Fig. 1: I/O pins on the die edge
Pins as bars across the die edge, other pins in gray.
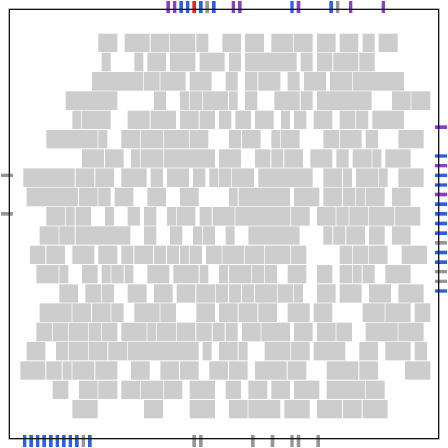
Fig. 2: cell classes on the final placement
Fill, decap, tap and diode cells in gray.
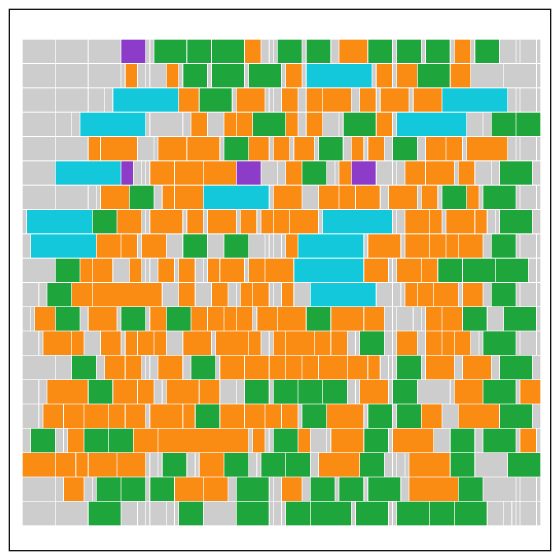
### src/rtl/micro_sequencer.sv
// Microprogram sequencer: picks the next control-store address each cycle from
// the microword's next-select field, with conditional branches, WIDE prefix and opcode dispatch.
module micro_sequencer #(
   parameter logic [9:0] FETCH_ADDR = 10'd0
) (
   input  logic        clk,
   input  logic        reset,
   input  logic [25:0] uword,
   input  logic [7:0]  opcode,
   input  logic        z_flag,
   input  logic        n_flag,
   input  logic        stall,
   output logic [9:0]  uaddr,
   output logic        wide_active,
   output logic        dispatch,
   output logic        illegal
);

   localparam logic [2:0] SEL_INC  = 3'b000;
   localparam logic [2:0] SEL_COND = 3'b001;
   localparam logic [2:0] SEL_JMP  = 3'b010;
   localparam logic [2:0] SEL_FTCH = 3'b110;
   localparam logic [2:0] SEL_MAP  = 3'b111;

   logic [2:0] nsel;
   logic [2:0] cond;
   logic [9:0] target;
   logic [9:0] uaddr_inc;

   logic       map_hit;
   logic       map_has_wide;
   logic [9:0] map_norm;
   logic [9:0] map_wide;

   logic [9:0] uaddr_nxt;
   logic       wide_nxt;
   logic       disp_nxt;
   logic       illegal_nxt;
   logic       cond_true;

   assign nsel      = uword[15:13];
   assign cond      = uword[12:10];
   assign target    = uword[9:0];
   assign uaddr_inc = uaddr + 10'd1;   // natural 10-bit wrap 1023 -> 0

   // Opcode dispatch table; only four opcodes carry a WIDE variant.
   always_comb begin
      map_hit      = 1'b1;
      map_has_wide = 1'b0;
      map_norm     = FETCH_ADDR;
      map_wide     = FETCH_ADDR;
      case (opcode)
         8'h60: map_norm = 10'd4;
         8'h64: map_norm = 10'd13;
         8'h7E: map_norm = 10'd22;
         8'hB0: map_norm = 10'd31;
         8'hA7: map_norm = 10'd40;
         8'h99: map_norm = 10'd44;
         8'h9B: map_norm = 10'd51;
         8'h9F: map_norm = 10'd58;
         8'h00: map_norm = 10'd68;
         8'h57: map_norm = 10'd69;
         8'h59: map_norm = 10'd70;
         8'h5F: map_norm = 10'd141;
         8'hC4: map_norm = 10'd152;
         8'h13: map_norm = 10'd153;
         8'hB6: map_norm = 10'd181;
         8'hAC: map_norm = 10'd218;
         8'h15: begin map_norm = 10'd86;  map_wide = 10'd75;  map_has_wide = 1'b1; end
         8'h36: begin map_norm = 10'd108; map_wide = 10'd97;  map_has_wide = 1'b1; end
         8'h10: begin map_norm = 10'd130; map_wide = 10'd119; map_has_wide = 1'b1; end
         8'h84: begin map_norm = 10'd165; map_wide = 10'd240; map_has_wide = 1'b1; end
         default: map_hit = 1'b0;
      endcase
   end

   // Flags are only looked at under a conditional select, so X elsewhere is harmless.
   always_comb begin
      cond_true = 1'b0;
      if (nsel == SEL_COND) begin
         case (cond)
            3'b000:  cond_true = z_flag;
            3'b001:  cond_true = n_flag;
            3'b010:  cond_true = 1'b1;
            default: cond_true = 1'b0;
         endcase
      end
   end

   always_comb begin
      uaddr_nxt   = uaddr_inc;
      wide_nxt    = wide_active;
      disp_nxt    = 1'b0;
      illegal_nxt = illegal;
      case (nsel)
         SEL_COND: uaddr_nxt = cond_true ? target : uaddr_inc;
         SEL_JMP:  uaddr_nxt = target;
         SEL_FTCH: begin
            uaddr_nxt = FETCH_ADDR;
            if (cond == 3'b111) wide_nxt = 1'b1;
         end
         SEL_MAP: begin
            disp_nxt = 1'b1;
            wide_nxt = 1'b0;
            if (!map_hit) begin
               uaddr_nxt   = FETCH_ADDR;
               illegal_nxt = 1'b1;
            end else if (wide_active && map_has_wide) begin
               uaddr_nxt = map_wide;
            end else begin
               uaddr_nxt = map_norm;
            end
         end
         default: uaddr_nxt = uaddr_inc;
      endcase
   end

   always_ff @(posedge clk) begin
      if (reset) begin
         uaddr       <= FETCH_ADDR;
         wide_active <= 1'b0;
         dispatch    <= 1'b0;
         illegal     <= 1'b0;
      end else if (stall) begin
         dispatch <= 1'b0;
      end else begin
         uaddr       <= uaddr_nxt;
         wide_active <= wide_nxt;
         dispatch    <= disp_nxt;
         illegal     <= illegal_nxt;
      end
   end

endmodule

### config.mk
export PLATFORM = sky130hd
export DESIGN_NAME = micro_sequencer
export DESIGN_NICKNAME = d
export VERILOG_FILES = /design/src/rtl/micro_sequencer.sv
export SDC_FILE = /design/constraint.sdc
export NUM_CORES = 1
export LEC_CHECK = 0
export CORE_UTILIZATION = 45
export CTS_CLUSTER_DIAMETER = 200
export DETAILED_ROUTE_END_ITERATION = 16
export PLACE_DENSITY = 0.79
export SYNTH_ARGS = -nofsm -noshare
export SYNTH_HDL_FRONTEND = slang
export SYNTH_SLANG_ARGS = --single-unit
### constraint.sdc
create_clock -name clk -period 2.4 [get_ports clk]
set_clock_uncertainty 0.15 [all_clocks]
set_input_delay 0.24 -clock clk [delete_from_list [all_inputs] [get_ports clk]]
set_output_delay 0.24 -clock clk [all_outputs]
set_load 0.1 [all_outputs]
==> Changelog: implementation <==
### Metrics

* Outcome: finished, final reports clean
* Clock buffers created by TritonCTS at 3
* Wl on met1 at between 2000 and 2500 um
* Switching Fraction at 39.46%
* Chip area at 3646 um2
* Critical Path Max Stage Delay at 540 ps
* Hold Path Class: flip-flop to flip-flop
* Non-Filler Instances at 336
* Critical-path top delay cell: clkdlybuf4s50_1
* Final antenna-violating net count at 0
* Crit path DAT at 2380 ps
* Top cells excl fill/tap: 64 x buf_4, 27 x clkdlybuf4s50_1, 20 x nand3_1, 15 x nand2_1, 14 x nor3_1
* Cell accounting for the most synthesized area: dfxtp_1
* DRC Markers at 0
* Syn Inst Count at 207
* Root Buffer: clkbuf_4
* Hold EP: illegal
* Final WS setup at 90.01 ps
* Max-slew headroom at 59.08%
* Final Max Tran Viols at 0
* Max Used Layer: met4
* WHS Path Cells at 2
* Postcts setup bufs at 0
* Final setup fails at 0
* Final Critical Period at approximately 2300 ps
* Row Count at 20
* Setup slack, reg-to-reg at around 590 ps
* Clk buf depth at 2
* Synth warn at 0
* CP Capture Type: flip-flop
* DR WL met2 at 2227 um
* Max FFs per register at 10
* Largest net degree at the start of global routing at 18
* GRT met2 Usage at 43.33%
* Met1 Use GR at 42.04%
* P_leak at 0.9465 nW
* Met3 Resource Use GR at 6.823%
* Dpl ws at -190.3 ps
* Syn_nets at around 250
* Clock share of power at between 10% and 20%
* TNS Setup at 0 ps
* Layout net count at about 330
* Hold buffer count at CTS at 0
* Core area at 3153 um2
* Seq pwr share at 33.3%
* Largest power group: combinational cells
* Gate power share at 47.6%
* Router iterations before antenna repair at 4
* Final core utilization at 74.17%
* Sequential Power at 0.000242 W
* Fmax at 432.9 MHz
* Fillers at 255
* Mapped cell area at 1534 um2
* Worst slew pin tran at 611.9 ps
* Final HPWL DP at roughly 4000 um
* Wirelength per Cell at 15.12 um
* GRT overflow at 0
* Synth Area per Inst at 7.410 um2
* Unique cell types at 63
* Worst vdd ir at 0.2439 mV
* CP Cell Sequence: clkdlybuf4s50_1, or3b_4, a2111oi_4, nand4b_1, o21bai_1, a311o_1, a21oi_2
* Worst skew pair latency at 280 ps
* Total clock sinks at 13
* Number of global-route vias before repair at roughly 1800
* WP buf/inv at 1
* Logic power comb at 0.000347 W
* Drt first-iter violations at roughly 200
* Reg2Reg Depth at 6
-- Fig. 1 (at the start) --
[uword] blue | pins: 26 | direction: input | edge: 10 right, 10 bottom, 6 top
[stall] red | pins: 1 | direction: input | edge: top
[uaddr] purple | pins: 10 | direction: output | edge: 7 top, 3 right
I/O Buffers: 41
Die H: 60.39 um
Die Wd: 60.39 um

-- Fig. 2 (at the start) --
[flops] cyan | cells: 13 | share of their area: 12%
[other buffers and delay cells] green | cells: 92 | share of their area: 33%
[clock drivers and dummy loads] purple | cells: 4 | share of their area: 1.2%
[combinational and other logic] orange | cells: 183 | share of their area: 54%
sequential portion of the cell area: 11.29%
Final Cell Area: 2338 um2

kinds of logic (layout without fill, tap and decap cells):
kind of cell | count (synthesis) | after routing | synth area share [%]
compound gates | 64 | 64 | 32.46
buf+inv | 19 | 104 | 5.710
xor+xnor | 5 | 5 | 2.855
mux | 1 | 1 | 0.6526
simple gates | 104 | 104 | 40.54
flops | 13 | 13 | 16.97
fa+ha+maj | 1 | 1 | 0.8155
cell type report:
cell class	instances	area, um2	share of cell area [%]
Timing Repair Buffer	92	763.2	32.64
Multi-Input combinational cell	175	1200	51.31
Sequential cell	13	264.0	11.29
Tap cell	44	55.05	2.354
Inverter	8	30.03	1.284
Clock buffer	4	26.28	1.124
Power and IR drop assume default switching activity.
